`src/rtl/imm_gen_pipe.sv`:
```
// -----------------------------------------------------------------------------
// imm_gen_pipe
//
// Pipelined immediate generator for the decode stage. Accepts one 32-bit
// RV32/RV64 instruction per cycle over a valid/ready handshake. One cycle
// later it presents:
//   - the XLEN-wide sign-extended immediate,
//   - a format code,
//   - an illegal-opcode flag.
// All outputs are registered.
//
// Parameters:
//   XLEN  32 or 64. Immediates sign-extend to this width.
//   SKID  1: two-entry skid buffer with a registered in_ready_o.
//         0: single output register, in_ready_o = !out_valid_o || out_ready_i.
//
// Optional feature (define IMM_GEN_ZIMM_EN):
//   Adds zimm_o, the zero-extended instr[19:15] field. It is non-zero only
//   for the CSR format and is registered alongside imm_o.
//
// Ports:
//   clk          clock, rising edge
//   rst          synchronous active-high reset
//   flush_i      discard every held entry
//   in_valid_i   instruction valid
//   in_ready_o   block can accept
//   instr_i      32-bit instruction word
//   out_valid_o  result valid
//   out_ready_i  consumer accepts
//   imm_o        immediate, XLEN bits
//   fmt_o        0 NONE, 1 I, 2 S, 3 B, 4 U, 5 J, 6 CSR
//   illegal_o    opcode not in the decode list
//   zimm_o       CSR zimm field (only with IMM_GEN_ZIMM_EN)
// -----------------------------------------------------------------------------
module imm_gen_pipe #(
  parameter int XLEN = 32,
  parameter int SKID = 1
) (
  input  logic            clk,
  input  logic            rst,
  input  logic            flush_i,
  input  logic            in_valid_i,
  output logic            in_ready_o,
  input  logic [31:0]     instr_i,
  output logic            out_valid_o,
  input  logic            out_ready_i,
  output logic [XLEN-1:0] imm_o,
  output logic [2:0]      fmt_o,
  output logic            illegal_o
`ifdef IMM_GEN_ZIMM_EN
  ,
  output logic [XLEN-1:0] zimm_o
`endif
);

  typedef enum logic [2:0] {
    FMT_NONE = 3'd0,
    FMT_I    = 3'd1,
    FMT_S    = 3'd2,
    FMT_B    = 3'd3,
    FMT_U    = 3'd4,
    FMT_J    = 3'd5,
    FMT_CSR  = 3'd6
  } fmt_e;

  // One decoded result: the payload of both the output and the skid registers.
  typedef struct packed {
    logic [XLEN-1:0] imm;
    logic [2:0]      fmt;
    logic            illegal;
`ifdef IMM_GEN_ZIMM_EN
    logic [XLEN-1:0] zimm;
`endif
  } entry_t;

  // ---------------------------------------------------------------------------
  // Combinational decode
  // ---------------------------------------------------------------------------
  // Every format fits a 32-bit sign-extended value. It is built at 32 bits
  // first and then widened. w_imm32 is signed, so the size cast sign-extends
  // into bits XLEN-1:32 when XLEN is 64.
  logic signed [31:0] w_imm32;
  entry_t             w_dec;

  always_comb begin
    // NOTE: every variable gets a default before the case statement. Any path
    // that skips an assignment would otherwise infer a latch.
    w_imm32     = '0;
    w_dec       = '0;
    w_dec.fmt   = FMT_NONE;
    case (instr_i[6:0])
      7'b0000011, 7'b0010011, 7'b1100111: begin
        w_dec.fmt = FMT_I;
        w_imm32   = {{20{instr_i[31]}}, instr_i[31:20]};
      end
      7'b0100011: begin
        w_dec.fmt = FMT_S;
        w_imm32   = {{20{instr_i[31]}}, instr_i[31:25], instr_i[11:7]};
      end
      7'b0110111, 7'b0010111: begin
        w_dec.fmt = FMT_U;
        w_imm32   = {instr_i[31:12], 12'b0};
      end
      7'b1100011: begin
        w_dec.fmt = FMT_B;
        w_imm32   = {{19{instr_i[31]}}, instr_i[31], instr_i[7],
                     instr_i[30:25], instr_i[11:8], 1'b0};
      end
      7'b1101111: begin
        w_dec.fmt = FMT_J;
        w_imm32   = {{11{instr_i[31]}}, instr_i[31], instr_i[19:12],
                     instr_i[20], instr_i[30:21], 1'b0};
      end
      7'b1110011: begin
        // The immediate is the CSR address.
        w_dec.fmt  = FMT_CSR;
        w_imm32    = {{20{instr_i[31]}}, instr_i[31:20]};
`ifdef IMM_GEN_ZIMM_EN
        w_dec.zimm = XLEN'(instr_i[19:15]);
`endif
      end
      default: begin
        w_dec.illegal = 1'b1;
      end
    endcase
    w_dec.imm = XLEN'(w_imm32);
  end

  // ---------------------------------------------------------------------------
  // Output register, shared by both buffering modes
  // ---------------------------------------------------------------------------
  entry_t r_out;
  logic   r_out_valid;

  assign out_valid_o = r_out_valid;
  assign imm_o       = r_out.imm;
  assign fmt_o       = r_out.fmt;
  assign illegal_o   = r_out.illegal;
`ifdef IMM_GEN_ZIMM_EN
  assign zimm_o      = r_out.zimm;
`endif

  generate
    if (SKID != 0) begin : g_skid
      // -----------------------------------------------------------------------
      // Two-entry skid buffer. in_ready_o comes from a register, so it has
      // no combinational path from out_ready_i.
      // -----------------------------------------------------------------------
      typedef enum logic [1:0] {
        ST_EMPTY = 2'd0,
        ST_BUSY  = 2'd1,
        ST_FULL  = 2'd2
      } state_e;

      state_e r_state;
      state_e w_state_nxt;
      entry_t r_skid;
      logic   r_in_ready;
      logic   w_accept;
      logic   w_fire;
      logic   w_load_out_in;
      logic   w_load_out_skid;
      logic   w_load_skid;

      assign in_ready_o = r_in_ready;
      assign w_accept   = in_valid_i && r_in_ready;
      assign w_fire     = r_out_valid && out_ready_i;

      always_comb begin
        w_state_nxt     = r_state;
        w_load_out_in   = 1'b0;
        w_load_out_skid = 1'b0;
        w_load_skid     = 1'b0;
        case (r_state)
          ST_EMPTY: begin
            if (w_accept) begin
              w_state_nxt   = ST_BUSY;
              w_load_out_in = 1'b1;
            end
          end
          ST_BUSY: begin
            if (w_accept && w_fire) begin
              // The old result leaves as the new one takes its place.
              w_load_out_in = 1'b1;
            end else if (w_accept) begin
              w_state_nxt = ST_FULL;
              w_load_skid = 1'b1;
            end else if (w_fire) begin
              w_state_nxt = ST_EMPTY;
            end
          end
          ST_FULL: begin
            // in_ready_o is low here, so an accept cannot happen.
            if (w_fire) begin
              w_state_nxt     = ST_BUSY;
              w_load_out_skid = 1'b1;
            end
          end
          default: begin
            w_state_nxt = ST_EMPTY;
          end
        endcase
        // Flush wins over a concurrent accept. An output fire in the same
        // cycle has already been taken by the consumer.
        if (flush_i) begin
          w_state_nxt     = ST_EMPTY;
          w_load_out_in   = 1'b0;
          w_load_out_skid = 1'b0;
          w_load_skid     = 1'b0;
        end
      end

      always_ff @(posedge clk) begin
        // NOTE: the data registers are reset as well as the valid bits. The
        // outputs then read zero after reset, and the entries are only two
        // registers wide, not a memory array.
        if (rst) begin
          r_state     <= ST_EMPTY;
          r_out_valid <= 1'b0;
          r_in_ready  <= 1'b1;
          r_out       <= '0;
          r_skid      <= '0;
        end else begin
          // NOTE: non-blocking assignments. Every register samples its
          // pre-edge value, so this block does not depend on statement order.
          r_state     <= w_state_nxt;
          // Valid and ready are computed from the next state. Both are then
          // plain register outputs.
          r_out_valid <= (w_state_nxt != ST_EMPTY);
          r_in_ready  <= (w_state_nxt != ST_FULL);
          if (w_load_out_in) begin
            r_out <= w_dec;
          end else if (w_load_out_skid) begin
            r_out <= r_skid;
          end
          if (w_load_skid) begin
            r_skid <= w_dec;
          end
        end
      end
    end else begin : g_single
      // -----------------------------------------------------------------------
      // Single output register. Full throughput relies on the combinational
      // in_ready_o path from out_ready_i.
      // -----------------------------------------------------------------------
      logic w_accept;
      logic w_fire;

      assign in_ready_o = !r_out_valid || out_ready_i;
      assign w_accept   = in_valid_i && in_ready_o;
      assign w_fire     = r_out_valid && out_ready_i;

      always_ff @(posedge clk) begin
        if (rst) begin
          r_out_valid <= 1'b0;
          r_out       <= '0;
        end else if (flush_i) begin
          r_out_valid <= 1'b0;
        end else if (w_accept) begin
          r_out_valid <= 1'b1;
          r_out       <= w_dec;
        end else if (w_fire) begin
          r_out_valid <= 1'b0;
        end
      end
    end
  endgenerate

endmodule
```
`config.mk`:
```
export PLATFORM = sky130hd
export DESIGN_NAME = imm_gen_pipe
export DESIGN_NICKNAME = d
export VERILOG_FILES = /design/src/rtl/imm_gen_pipe.sv
export SDC_FILE = /design/constraint.sdc
export NUM_CORES = 1
export LEC_CHECK = 0
export CORE_UTILIZATION = 42
export DETAILED_ROUTE_END_ITERATION = 8
export GPL_TIMING_DRIVEN = 0
export PLACE_DENSITY = 0.71
export SLEW_MARGIN = 20
export SYNTH_ARGS = -nofsm -noshare
export SYNTH_HDL_FRONTEND = slang
export SYNTH_SLANG_ARGS = --single-unit
```
`constraint.sdc`:
```
create_clock -name clk -period 1.45 [get_ports clk]
set_input_delay 0.2175 -clock clk [delete_from_list [all_inputs] [get_ports clk]]
set_output_delay 0.2175 -clock clk [all_outputs]
set_load 0.1 [all_outputs]
```
### Signal wires on met4

The bar under the picture is 20 um long.
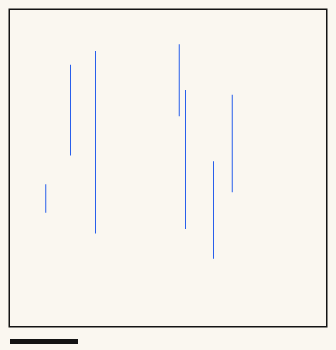
nets with wire on the layer: 6
longest straight run: 53.7 um
wire length on this layer: 207 um

### Signal wires on met3

The bar under the picture is 20 um long. Cells faint in the background.
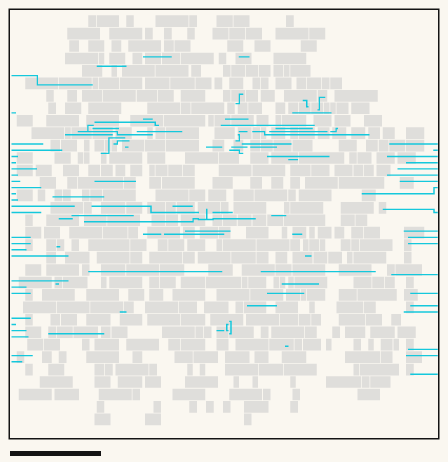
share of all routed wire: 6.8%
main direction: horizontal
wire length on this layer: 749 um
nets with wire on the layer: 89
longest straight run: 29.0 um

==> CHANGELOG.md <==
### Physical design

- Chip Area, Yosys: 3520 um^2
- Worst setup margin: -0.0970 ns
- # IOs: 75
- Outcome: finished with violations
- Crit path kind: reg2reg
- Pre-antenna DRT Iters: 5
- Pint: 3.15 mW
- Hold_ws: 0.215 ns
- Failing checks: setup timing
- Layout cells sized above 1: 40.6%
- Clock Root Buffer: clkbuf_8
- Cell Pwr Density: 862 nW/um^2
- # setup viols final: 34
- Largest net degree at the start of global routing: 14
- Max_slew headroom: 56.3%
- Hold path start: flush_i
- CP Data Required Time: 1.73 ns
- DRC viols: 0
- Final setup skew: 0.00830 ns
- Gr ovfl total: 0
- Instance count of the mapped netlist: 351
- Max Freq: 0.646 GHz
- Clk buf depth: 2
- Fin. max-slew vios: 0
- Via density: 5.95
- Worst setup path end: g_skid.r_skid[7]
### Metal 2

The bar under the picture is 20 um long. Cells faint in the background.
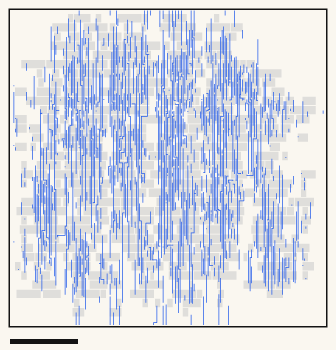
nets with wire on the layer: 464
main direction: vertical

### Congestion heat map

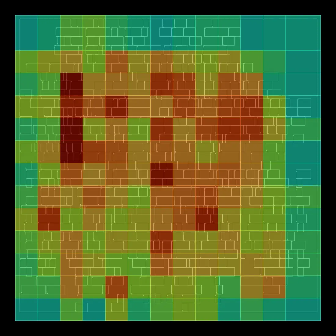
GRT Util Overall: 24.5%
most used routing layer: met2
met2 Usage GRT: 38.2%

==> area by class of cell <==
| cell class | count | area (um^2) | share of cell area (%) |
|---|---|---|---|
| Timing Repair Buffer | 99 | 842 | 16.3 |
| Buffer | 27 | 280 | 5.41 |
| Clock inverter | 4 | 28.8 | 0.555 |
| Sequential cell | 76 | 1530 | 29.6 |
| Tap cell | 105 | 131 | 2.54 |
| Clock buffer | 12 | 166 | 3.21 |
| Multi-Input combinational cell | 242 | 2170 | 42.0 |
| Inverter | 6 | 26.3 | 0.507 |
==> Yosys cell counts (all sizes together), types with 2 or more instances <==
library cell,instances,area share [%]
a211o,2,0.50
a211oi,3,0.99
a21oi,23,3.3
a221oi,8,3.1
a22oi,11,2.5
and2,4,0.71
and3,2,0.36
and4,2,0.50
buf,19,3.8
clkbuf,9,0.96
dfxtp,76,43
inv,5,0.53
mux2,2,0.64
mux2i,29,8.2
nand2,33,3.5
nand2b,3,0.53
nand3b,4,0.85
nand4,5,1.3
nand4b,2,0.50
nor2,7,0.75
nor2b,2,0.36
nor3,4,1.2
nor3b,3,0.64
o21a,2,0.43
o21ai,3,0.43
o22ai,34,6.0
o2bb2ai,24,6.0
o32ai,2,1.6
or3b,4,1.1
or4b,2,0.57
==> placed cells by master, fill, tap and decap left out, types with 6 or more instances in the layout <==
cell             count
buf_6               15
o2bb2ai_2           19
nor2_1               6
a221oi_2             6
a21oi_1             22
mux2i_1             29
nand2_1             27
clkdlybuf4s50_1     24
o22ai_1             25
buf_4               20
buf_12               7
clkbuf_8            10
buf_2               40
dfxtp_1             72
o22ai_2              9
a22oi_1              6
==> sequential cells by signal, indices dropped and copies added (netlist names) <==
register        count
fmt_o               3
g_skid.r_skid      36
g_skid.r_state      2
illegal_o           1
imm_o              32
in_ready_o          1
out_valid_o         1
==> critical path, delay by kind of cell (launching register included) <==
kind / cells / cell delay (ns)
flops: 1 / 0.36
compound gates: 2 / 0.36
buf+inv: 2 / 0.36
simple gates: 2 / 0.39
==> per-layer routing <==
metal,part of all wire [%],vias up,routed length (um),track usage [%]
li1,-,1578,-,-
met1,44,1644,4830,33.1
met2,47,160,5210,38.2
met3,6.8,18,749,5.12
met4,1.9,0,207,9.49
met5,0,-,0,0
==> power groups by stage <==
stage	clock network [mW]	logic (mW)	registers, mW
finish	1.60	0.739	2.12
global route	1.71	0.775	2.13
CTS	1.60	0.678	2.12
detailed placement	0	0.640	2.17
global placement	0	0.635	2.17
floorplan	0	0.254	2.32
==> timing repair <==
action | 4_1_cts | 5_1_grt
gates cloned | 3 | 3
gates resized | 259 | 49
endpoints found under the hold margin | 0 | 0
endpoints found under the setup margin | 111 | 78
buffers inserted | 19 | 2
pin swaps | 25 | 18
==> kinds of logic (layout without fill, tap and decap cells) <==
kind of cell / count (synthesis) / after routing / share of synthesized area, %
compound gates: 123 / 123 / 27.4
xor+xnor: 1 / 1 / 0.249
buf+inv: 34 / 148 / 5.37
flops: 76 / 76 / 43.2
mux: 31 / 31 / 8.88
simple gates: 86 / 87 / 14.9
Power and IR drop assume default switching activity.
